File: config.mk
export PLATFORM = sky130hd
export DESIGN_NAME = fifo_unpacker
export DESIGN_NICKNAME = d
export VERILOG_FILES = /design/src/rtl/fifo_unpacker.sv
export SDC_FILE = /design/constraint.sdc
export NUM_CORES = 1
export LEC_CHECK = 0
export CAP_MARGIN = 20
export CORE_MARGIN = 2
export CORE_UTILIZATION = 45
export CTS_CLUSTER_SIZE = 8
export DETAILED_ROUTE_END_ITERATION = 8
export GPL_ROUTABILITY_DRIVEN = 0
export PLACE_DENSITY = 0.77
export SETUP_SLACK_MARGIN = 0.02
export SKIP_CTS_REPAIR_TIMING = 1
export SLEW_MARGIN = 15
export SYNTH_ARGS = -nofsm -noshare
export SYNTH_HDL_FRONTEND = slang
export SYNTH_SLANG_ARGS = --single-unit
File: constraint.sdc
create_clock -name clk -period 1.6 [get_ports clk]
set_input_delay 0.16 -clock clk [delete_from_list [all_inputs] [get_ports clk]]
set_output_delay 0.16 -clock clk [all_outputs]
set_load 0.02 [all_outputs]
File: src/rtl/fifo_unpacker.sv
// Pops wide words from a FIFO read port and streams them out as narrow valid/ready chunks.
// Define FIFO_UNPACK_MSB_FIRST_EN to emit the most significant chunk of each word first.
module fifo_unpacker #(
  parameter int data_wd = 32,
  parameter int out_wd  = 8,
  parameter int cnt_wd  = 2
) (
  input  logic              clk,
  input  logic              rst,
  input  logic              fifo_empty,
  input  logic [data_wd-1:0] fifo_rd_data,
  output logic              fifo_rd,
  output logic              out_valid,
  input  logic              out_ready,
  output logic [out_wd-1:0] out_data,
  output logic              out_last,
  output logic              busy
);

  localparam int RATIO = data_wd / out_wd;
  localparam logic [cnt_wd-1:0] LAST_CNT = cnt_wd'(RATIO - 1);

  typedef enum logic {
    IDLE  = 1'b0,
    SHIFT = 1'b1
  } state_t;

  state_t              state_reg;
  logic [data_wd-1:0]  word_reg;
  logic [cnt_wd-1:0]   cnt_reg;
  logic [cnt_wd-1:0]   sel;
  logic [out_wd-1:0]   chunk [RATIO];
  logic                last_accept;

  // Split the held word into chunk slots so the output is a plain mux on the counter.
  generate
    for (genvar gi = 0; gi < RATIO; gi++) begin : g_chunk
      assign chunk[gi] = word_reg[gi*out_wd +: out_wd];
    end
  endgenerate

`ifdef FIFO_UNPACK_MSB_FIRST_EN
  assign sel = LAST_CNT - cnt_reg;
`else
  assign sel = cnt_reg;
`endif

  assign out_valid   = (state_reg == SHIFT);
  assign busy        = out_valid;
  assign out_data    = chunk[sel];
  assign out_last    = out_valid && (cnt_reg == LAST_CNT);
  assign last_accept = out_valid && out_ready && out_last;

  // Popping on the final handshake lets the next word follow without a bubble.
  assign fifo_rd = !rst && !fifo_empty && ((state_reg == IDLE) || last_accept);

  always_ff @(posedge clk) begin
    if (rst) begin
      state_reg <= IDLE;
      word_reg  <= '0;
      cnt_reg   <= '0;
    end else begin
      case (state_reg)
        IDLE: begin
          if (fifo_rd) begin
            word_reg  <= fifo_rd_data;
            cnt_reg   <= '0;
            state_reg <= SHIFT;
          end
        end
        SHIFT: begin
          if (out_ready) begin
            if (!out_last) begin
              cnt_reg <= cnt_reg + cnt_wd'(1);
            end else if (!fifo_empty) begin
              word_reg <= fifo_rd_data;
              cnt_reg  <= '0;
            end else begin
              cnt_reg   <= '0;
              state_reg <= IDLE;
            end
          end
        end
        default: begin
          state_reg <= IDLE;
          cnt_reg   <= '0;
        end
      endcase
    end
  end

endmodule
Figure 1. Ports around the boundary (run 1).
Bar = 20 um. Pins as bars across the die edge, other pins in gray.
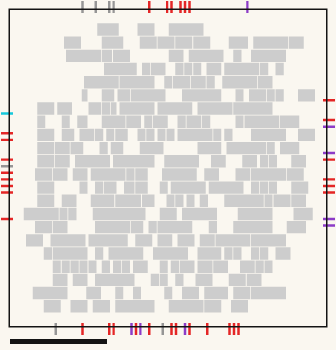
legend:
  purple:
    port: out_data
    pins: 8
    direction: output
    edge: 4 right, 3 bottom, 1 top
  cyan:
    port: fifo_rd
    pins: 1
    direction: output
    edge: left
  red:
    port: fifo_rd_data
    pins: 32
    direction: input
    edge: 12 bottom, 8 left, 6 right, 6 top
all pins by edge: 17 bottom, 11 top, 10 left, 10 right
Die Height: 65.2 um
Chip Width: 65.2 um
Port Buffers: 47

Figure 2. A small window of the routed layout (run 1).
Bar = 5 um. Window x 23 to 43, y 36 to 56 um. Cells in gray, sequential cells in the stronger gray; small squares are vias.
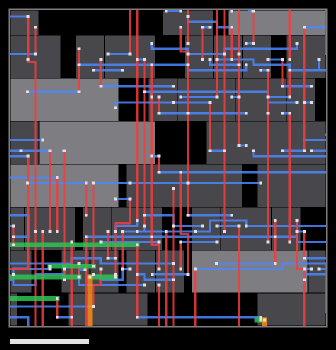
legend:
  red:
    layer: M2
  blue:
    layer: M1
  orange:
    layer: M4
  green:
    layer: M3
netlist names of flops here include: word_reg (5)
most frequent: a21oi_1 (7), o21ai_0 (6)
cells with their middle in the window: 35
sequential cells in the window: 5

==> deck_impl_summary.md, run 1 <==
Implementation Results

Route
  – Drt pass-1 iters: 4
  – Antenna viol nets, final: 0
  – Routed WL per cell: ~15 um
  – Vias/cell: 5.33
  – Routed WL: about 4000 um

Yosys
  – Syn nets: 210
  – Synth unique cells: 23
  – Area of the mapped netlist: 1690 sq um
  – Synth area leaders: dfxtp_1, or3b_1, mux4_2
  – Share of the synthesized area in the top cell type: 41.5%
  – Yosys warnings: 0
  – Largest area contributor in the netlist: dfxtp_1
  – Yosys chip area: 1690 sq um
  – Ys flops: 35
  – Synthesized instance count: about 170
  – # Cells Yosys: between 150 and 200
  – Synth Seq Share: 41.5%

Global route
  – First-pass GRT wire length: between 6000 and 7000 um
  – Number of global-route vias before repair: 1428
  – Grt ovf: 0
  – Maximum number of pins on one net before global-route repair: 46
  – Initial antenna violation count: 0
  – GRT Total Usage: 20.1%

Final layout
  – Largest register FFs: 32
  – Area growth from synthesis to layout: 40.0%
  – Fin nets: between 200 and 300
  – Layout cells sized above 1: 23.2%
  – Ant. Diodes: 0

Final timing
  – Min Tclk post-route: 1620 ps
  – Unrepaired setup endpoints after global routing: yes
  – Final WS setup: -20.6 ps
  – Max Clock Skew: 6.26 ps
  – Final setup vio count: 3
  – Fmax: 617 MHz
  – Period utilization: 101%
  – Final hold slack: between 200 and 300 ps
  – Tightest Pin Transition: about 370 ps
  – Max Slew Vio Count: 0
  – Final hold viol count: 0

Floorplan
  – CORE AREA: 3630 sq um
  – Initial core utilization: 46.4%
  – Io pins: between 40 and 50
  – Die area: 4250 sq um

Clock tree
  – H-Tree Level Count: 2
  – Clk ins delay skew pair: 280 ps
  – CTS tree: built
  – Maximum root-to-sink buffer count: 2
  – Reg clk slew, reported paths: 70 ps
  – Root buffer cell: clkbuf_8

Pwr
  – Peak supply drop: 0.000566 V
  – Pleak: 0.885 nW

Place
  – Placed Cells: 260
  – DP Wirelength: 2860 um

Worst setup path
  – WS Path Type: reg2out
  – CP Buf/Inv Count: 2
  – Startpoint types: register
  – Crit end category: output port
  – Top delay family on crit path: multiplexers
  – Crit path arrival time: 1460 ps
  – CP required: about 1400 ps
  – Crit-path cells: buf_4, mux4_2, buf_2

Job
  – Tool warnings: 27

Outcome
  – Status: finished with violations
  – Failing checks: setup timing

Worst hold path
  – Hold crit path type: in2reg
Figure 3. Gate-type map (run 1).
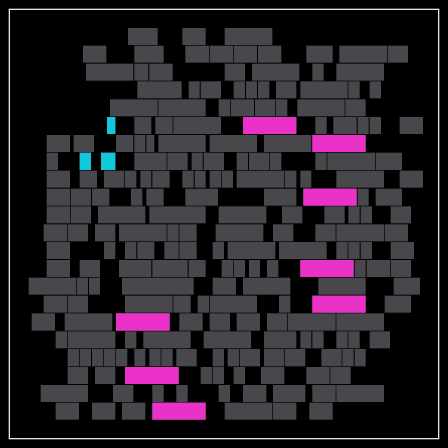
legend:
  cyan:
    family: nor cells
    cells: 3
  magenta:
    family: mux cells
    cells: 8
most numerous logic cell after layout: clkdlybuf4s50_1
Non-Filler Instances: 268
Comb/total area: 37.6%

Figure 4. Clock routing (run 1).
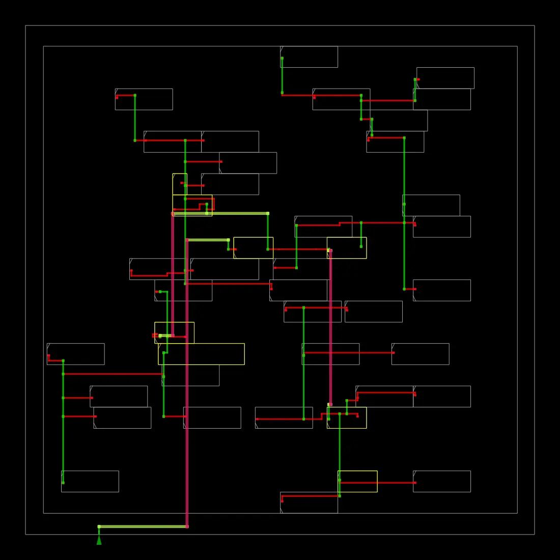
flop count: 35
CTS sink cnt: 35
CTS buffer count: 5

-- run 1: worst register-to-register path: stages, from the launching register on --
cell and delay (ps):
dfxtp_4 380, ha_2 220, a21boi_4 80, buf_4 190
or3b_2 470, a21oi_1 160
-- run 1: power breakdown --
group	leakage (nW)	switching (mW)	total [mW]	internal (mW)
clock network	0.0612	0.310	0.814	0.504
registers	0.288	0.0258	0.945	0.919
logic	0.536	0.154	0.366	0.212
total	0.885	0.490	2.13	1.64
-- run 1: final cells by class --
type                            count  area (sq um)  share of cell area, %
Clock buffer                        6          82.6                   3.50
Clock inverter                      2          35.0                   1.48
Timing Repair Buffer               60           592                   25.1
Tap cell                           48          60.1                   2.54
Sequential cell                    35           704                   29.8
Multi-Input combinational cell    117           887                   37.6
-- run 1: synth_stat cells (all sizes together) --
master and number:
dfxtp 35, a21oi 34, o21ai 32, or3b 32, clkbuf 14, mux4 8
buf 7, o211ai 2, a21boi 1, and2 1, ha 1, nand2 1
nand4b 1, nor2 1, nor2b 1, nor3 1, or2 1
-- run 1: kinds of logic after synthesis --
family                     share of synthesized area, %
AOI/OAI and AO/OA                                  21.6
and+or+nand+nor                                    19.0
DFF                                                41.5
buffers and inverters                              6.45
muxes                                              10.7
adders and majority gates                         0.742
-- run 1: placed cells by master, fill, tap and decap left out, drive strengths merged, types with 2 or more instances in the layout --
cell type | netlist | final
or3b | 32 | 32
clkbuf | 14 | 7
dfxtp | 35 | 35
dlymetal6s2s | 0 | 2
mux4 | 8 | 8
clkdlybuf4s50 | 0 | 35
a21oi | 34 | 34
o211ai | 2 | 2
o21ai | 32 | 32
buf | 7 | 22
-- run 1: routing by layer --
layer	vias to the layer above	global-route usage, %	part of all wire [%]
met5	-	0	0
met4	0	10.2	2.7
met3	8	3.08	4.0
met2	33	35.3	52
met1	658	23.6	42
li1	729	-	-
-- run 1: final timing paths --
path / startpoint / end / slack [ps] / cells past startpoint
setup / recovery: cnt_reg[0] / out_data[1] / -20 / 3
hold / removal: fifo_empty / busy / 280 / 3
setup reg to reg: cnt_reg[0] / word_reg[21] / 20 / 5
hold reg to reg: word_reg[27] / word_reg[27] / 480 / 2
-- run 1: through the flow --
step	power (mW)	TNS [ps]	utilization [%]	cell area, sq um	setup slack (ps)
after floorplan	1.16	0	-	1690	222
after global placement	1.32	-1880	61.6	2240	-174
after detailed placement	1.33	-2860	61.6	2240	-200
after CTS	2.15	-6290	64.8	2360	-511
after global routing	2.23	-648	65.0	2360	-65.5
final	2.13	-40.7	65.0	2360	-20.6
Figure 5. Signal metal coverage by tile (run 1).
13 x 13 tiles, from white (low) to dark blue (high), scaled to the fullest tile. Values are wire area over tile area, all layers added.
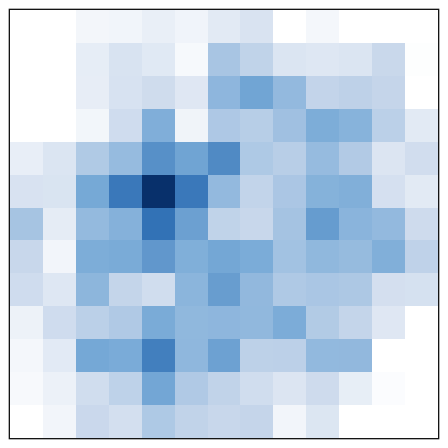

==> run 2, diff against run 1 <==
--- a/config.mk
+++ b/config.mk
@@ -12,4 +12,5 @@
 export DETAILED_ROUTE_END_ITERATION = 8
 export GPL_ROUTABILITY_DRIVEN = 0
+export GPL_TIMING_DRIVEN = 0
 export PLACE_DENSITY = 0.77
 export SETUP_SLACK_MARGIN = 0.02
==> constraint.sdc (replaced) <==
create_clock -name clk -period 1.6 [get_ports clk]
set_input_delay 0.32 -clock clk [delete_from_list [all_inputs] [get_ports clk]]
set_output_delay 0.32 -clock clk [all_outputs]
set_load 0.02 [all_outputs]
Figure 6. Signal metal coverage by tile (run 2).
13 x 13 tiles, from white (low) to dark blue (high), scaled to the fullest tile. Values are wire area over tile area, all layers added.
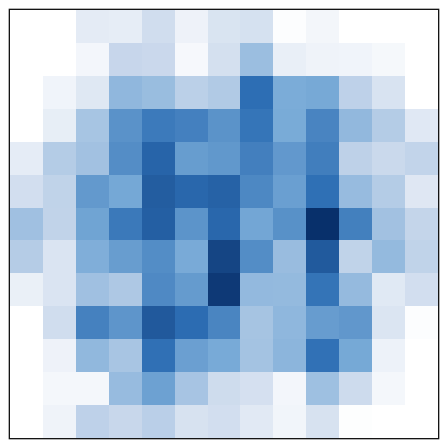
densest ninth of the die: center
mean over tiles: 0.17
nearly empty tiles: 13%
tiles over half the peak: 31%

Figure 7. Ports around the boundary (run 2).
Bar = 20 um. Pins as bars across the die edge, other pins in gray.
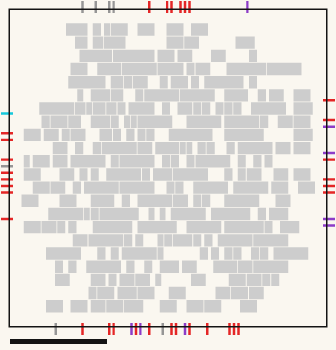
legend:
  red:
    port: fifo_rd_data
    pins: 32
    direction: input
    edge: 12 bottom, 8 left, 6 right, 6 top
  purple:
    port: out_data
    pins: 8
    direction: output
    edge: 4 right, 3 bottom, 1 top
  cyan:
    port: fifo_rd
    pins: 1
    direction: output
    edge: left
all pins by edge: 17 bottom, 11 top, 10 left, 10 right
Port Buffers: 45

Figure 8. Gate-type map (run 2).
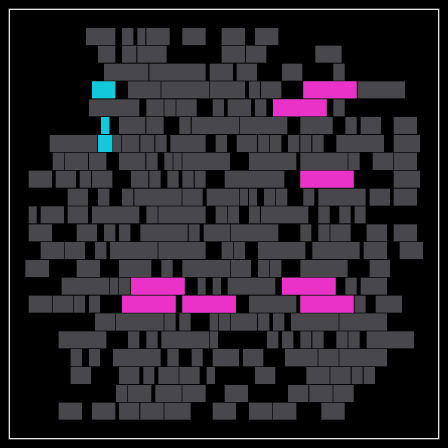
legend:
  cyan:
    family: nor cells
    cells: 3
  magenta:
    family: mux cells
    cells: 8

==> run 2 against run 1 <==
Compared with the run above: the run still ends with setup timing left; sequential cell count did not move; global-route usage rose by 2.3 points; wire length rose by 11%; core utilization barely moved; final cell count rose by 3.4%; clock-buffer cell count fell by 1; via count rose by 6.9%; sequential share of layout area rose by 0.069 points; critical path depth did not move; critical endpoint unchanged; highest routed layer unchanged.
==> deck_impl_summary.md, run 2 <==
Implementation Results

Final timing
  – Final setup vio count: 9
  – Unrepaired setup endpoints after global routing: yes
  – Final WS setup: -187 ps
  – Final hold viol count: 0
  – Max Clock Skew: 5.80 ps
  – Fmax: 560 MHz
  – Min Tclk post-route: roughly 1800 ps
  – Period utilization: 112%
  – Final hold slack: 419 ps

Global route
  – Maximum number of pins on one net before global-route repair: 12
  – Number of global-route vias before repair: 1481

Route
  – Vias/cell: 5.51
  – Antenna viol nets, final: 0
  – Routed WL: 4380 um
  – Routed WL per cell: between 15 and 20 um

Clock tree
  – Clk ins delay skew pair: 300 ps
  – Maximum root-to-sink buffer count: 2
  – Root buffer cell: clkbuf_8

Yosys
  – Synth Flop Type: dfxtp_1
  – Synth area leaders: dfxtp_1, or3b_1, mux4_2
  – Largest area contributor in the netlist: dfxtp_1
  – Count leader, synth: dfxtp_1
  – Async SR Flop Fraction: 0%
  – Number of enable flip-flop cells: 0
  – Top post-synthesis cells by count: dfxtp_1, a21oi_1, o21ai_0, or3b_1, clkbuf_1
  – Synthesized instance count: roughly 170
  – Share of the synthesized area in the top cell type: 41.5%

Worst setup path
  – WS Path Type: reg2out
  – Crit path arrival time: 1470 ps
  – Startpoint types: register
  – Reg-to-Reg Start: cnt_reg[0]
  – Crit path from: cnt_reg[0]
  – CP required: 1280 ps
  – Reg2reg path depth: 6
  – Crit end category: output port

Final layout
  – Finished Cell Area: 2360 sq um
  – Fin nets: 265
  – Util after Layout: 64.9%
  – Layout cells sized above 1: 21.8%
  – Largest register FFs: 32
  – Most numerous logic cells after layout: a21oi_1, dfxtp_1, clkdlybuf4s50_1

Outcome
  – Status: finished with violations
  – Failing checks: setup timing

Worst hold path
  – Hold crit path type: in2reg

Place
  – Area post-placement: roughly 2200 sq um
  – DP Wirelength: 3010 um

Floorplan
  – CORE AREA: 3630 sq um
  – Initial core utilization: 46.4%
  – Die area: 4250 sq um
  – Chip Width: roughly 65 um
  – Die Height: roughly 65 um

Pwr
  – Peak supply drop: 0.000488 V
  – Pleak: 0.871 nW
-- run 2: path summary, 6_finish.rpt --
| path | end | slack, ps |
|---|---|---|
| setup / recovery | out_data[1] | -190 |
| hold / removal | word_reg[22] | 420 |
| hold reg to reg | word_reg[25] | 480 |
| setup reg to reg | word_reg[13] | 80 |
-- run 2: layout make-up --
cell class	count	area [sq um]	share of cell area (%)
Sequential cell	35	706	29.9
Tap cell	48	60.1	2.55
Multi-Input combinational cell	117	885	37.5
Clock inverter	3	15.0	0.636
Buffer	21	128	5.41
Timing Repair Buffer	48	498	21.1
Clock buffer	5	68.8	2.92
-- run 2: logic make-up after synthesis --
group | Yosys count | synth area share (%)
AOI/OAI and AO/OA | 69 | 21.6
adders and majority gates | 1 | 0.742
buffers and inverters | 21 | 6.45
DFF | 35 | 41.5
muxes | 8 | 10.7
and+or+nand+nor | 39 | 19.0
-- run 2: power breakdown --
part | switching, mW | internal [mW] | total [mW]
combinational | 0.164 | 0.217 | 0.381
sequential | 0.0291 | 0.920 | 0.949
clock | 0.330 | 0.298 | 0.627
-- run 2: metrics by stage --
| stage | std cells | TNS (ps) |
|---|---|---|
| after global routing | 277 | -1860 |
| after CTS | 274 | -7470 |
| final | 277 | -1540 |
| after floorplan | 173 | 0 |
| after global placement | 266 | -9250 |
| after detailed placement | 266 | -9690 |
-- run 2: layer usage --
metal  share of wire (%)  GRT usage (%)
met1                  43           27.7
met2                  49           36.6
met3                 5.0           3.94
met4                 3.1           12.8
met5                   0              0
Figure 9. A small window of the routed layout (run 2).
Bar = 5 um. Window x 23 to 43, y 36 to 56 um. Cells in gray, sequential cells in the stronger gray; small squares are vias.
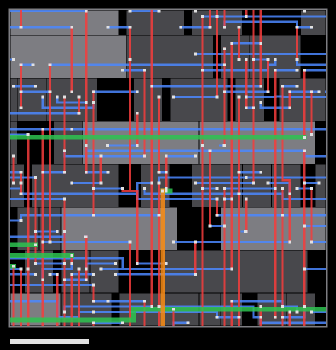

==> run 3, diff against run 2 <==
- HOLD_SLACK_MARGIN: unset -> 0.1
- TNS_END_PERCENT: unset -> 10
Figure 10. A small window of the routed layout (run 3).
Bar = 5 um. Window x 23 to 43, y 36 to 56 um. Cells in gray, sequential cells in the stronger gray; small squares are vias.
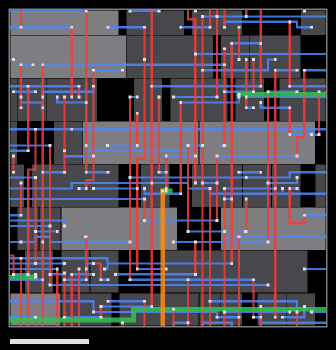
legend:
  orange:
    layer: M4
  blue:
    layer: M1
  green:
    layer: M3
  red:
    layer: M2
sequential cells in the window: 6
netlist names of flops here include: word_reg (4), cnt_reg (2)
cells with their middle in the window: 35
most frequent: a21oi_1 (7), o21ai_0 (5), dfxtp_1 (5)

Figure 11. Signal metal coverage by tile (run 3).
13 x 13 tiles, from white (low) to dark blue (high), scaled to the fullest tile. Values are wire area over tile area, all layers added.
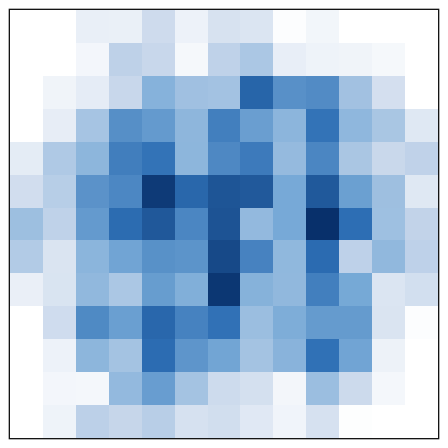
mean over tiles: 0.16
nearly empty tiles: 13%
emptiest ninth of the die: upper left
densest ninth of the die: center
tiles over half the peak: 31%
Routed WL: 4370 um
Routed WL per cell: 15.9 um
GRT Total Usage: 22.4%
Vias: 1519

==> run 3 against run 2 <==
Compared with the run above: the run still ends with setup timing left; final area is 1.6% lower; wire length hardly changed; synthesized cell count stayed put; highest routed layer unchanged; synthesized area stayed put; combinational power is 3% lower; non-clock buffer count is 2 lower; core utilization is 1.1 points lower; critical path type unchanged; die area stayed put.
==> deck_impl_summary.md, run 3 <==
Implementation Results

Outcome
  – Status: finished with violations
  – Failing checks: setup timing

Clock tree
  – Maximum root-to-sink buffer count: 2
  – CTS tree: built

Worst setup path
  – Startpoint types: register
  – Crit end category: output port
  – WS Path Type: reg2out
  – CP Buf/Inv Count: 2
  – CP required: 1280 ps

Final layout
  – Finished Cell Area: 2320 sq um
  – Layout cells sized above 1: roughly 22%

Final timing
  – Final setup vio count: 9
  – Final WS setup: -193 ps
  – Tightest Pin Transition: between 500 and 600 ps
  – Period utilization: 112%
  – Setup TNS: -1620 ps

Yosys
  – Count leader, synth: dfxtp_1
  – Largest area contributor in the netlist: dfxtp_1
  – Yosys chip area: about 1700 sq um
  – Top post-synthesis cells by count: dfxtp_1, a21oi_1, o21ai_0, or3b_1, clkbuf_1
  – Ys flops: 35
  – Async SR Flop Fraction: 0%
  – Synthesized instance count: 173
  – Share of the synthesized area in the top cell type: 41.5%
  – Synth area leaders: dfxtp_1, or3b_1, mux4_2

Pwr
  – Pleak: around 0.85 nW

Floorplan
  – Chip Width: about 65 um
  – Io pins: roughly 48

Route
  – Antenna viol nets, final: 0
  – Drt pass-1 iters: 4
  – Vias/cell: between 5 and 6

Place
  – DP Wirelength: 3010 um

Global route
  – Initial antenna violation count: 0
  – Number of global-route vias before repair: 1481
  – Grt ovf: 0
  – GR Util met1: 27.7%

Job
  – Tool warnings: 27
Figure 12. Clock routing (run 3).
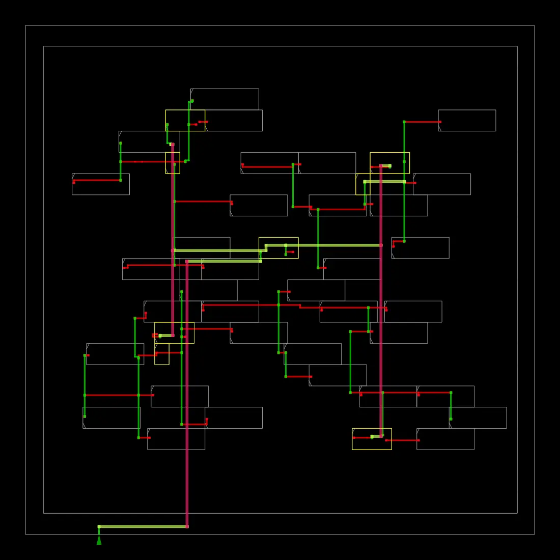
layout clock buffer count: 5
Max Clock Skew: 5.49 ps
clk ins delay skew pair: 300 ps

==> run 3: cell counts after synthesis <==
No cell type changed its count.
==> run 3: worst register-to-register path, delay by kind of cell, from the launching register on <==
family	cells	cell delay [ps]
buffers and inverters	2	290
DFF	1	380
and+or+nand+nor	1	360
adders and majority gates	1	220
AOI/OAI and AO/OA	2	220
==> run 3: per-layer routing <==
metal	share of wire (%)	vias to the layer above
li1	-	748
met1	44	713
met2	49	46
met3	4.5	12
met4	3.0	0
met5	0	-
==> run 3: final timing paths <==
check,start,slack [ps],cells past startpoint,end
worst max-delay path,cnt_reg[0],-190,3,out_data[0]
worst min register to register,word_reg[25],480,2,word_reg[25]
worst max register to register,cnt_reg[0],70,6,word_reg[13]
worst min-delay path,rst,420,2,word_reg[22]
==> run 3: final cells by class <==
type                            count  area (sq um)  share of cell area, %
Buffer                             21           128                   5.50
Clock buffer                        5          68.8                   2.96
Clock inverter                      3          15.0                  0.647
Multi-Input combinational cell    117           885                   38.1
Sequential cell                    35           706                   30.4
Tap cell                           48          60.1                   2.59
Timing Repair Buffer               46           459                   19.8
==> run 3: kinds of logic (layout without fill, tap and decap cells) <==
group / count (synthesis) / count (layout) / synth area share (%)
compound gates: 69 / 69 / 21.6
simple gates: 39 / 39 / 19.0
flops: 35 / 35 / 41.5
buf+inv: 21 / 75 / 6.45
mux: 8 / 8 / 10.7
fa+ha+maj: 1 / 1 / 0.742
==> run 3: power by group <==
group / switching [mW] / total, mW / leakage, nW / internal, mW
clock: 0.328 / 0.626 / 0.0477 / 0.298
sequential: 0.0293 / 0.949 / 0.288 / 0.920
combinational: 0.163 / 0.369 / 0.511 / 0.207
total: 0.520 / 1.94 / 0.847 / 1.42
==> run 3: metrics by stage <==
step,hold slack (ps),power (mW),instances
CTS,397,1.94,274
finish,416,1.94,275
global route,463,2.02,275
global placement,460,1.32,266
floorplan,450,1.16,173
detailed placement,467,1.32,266
Power and IR drop assume default switching activity.
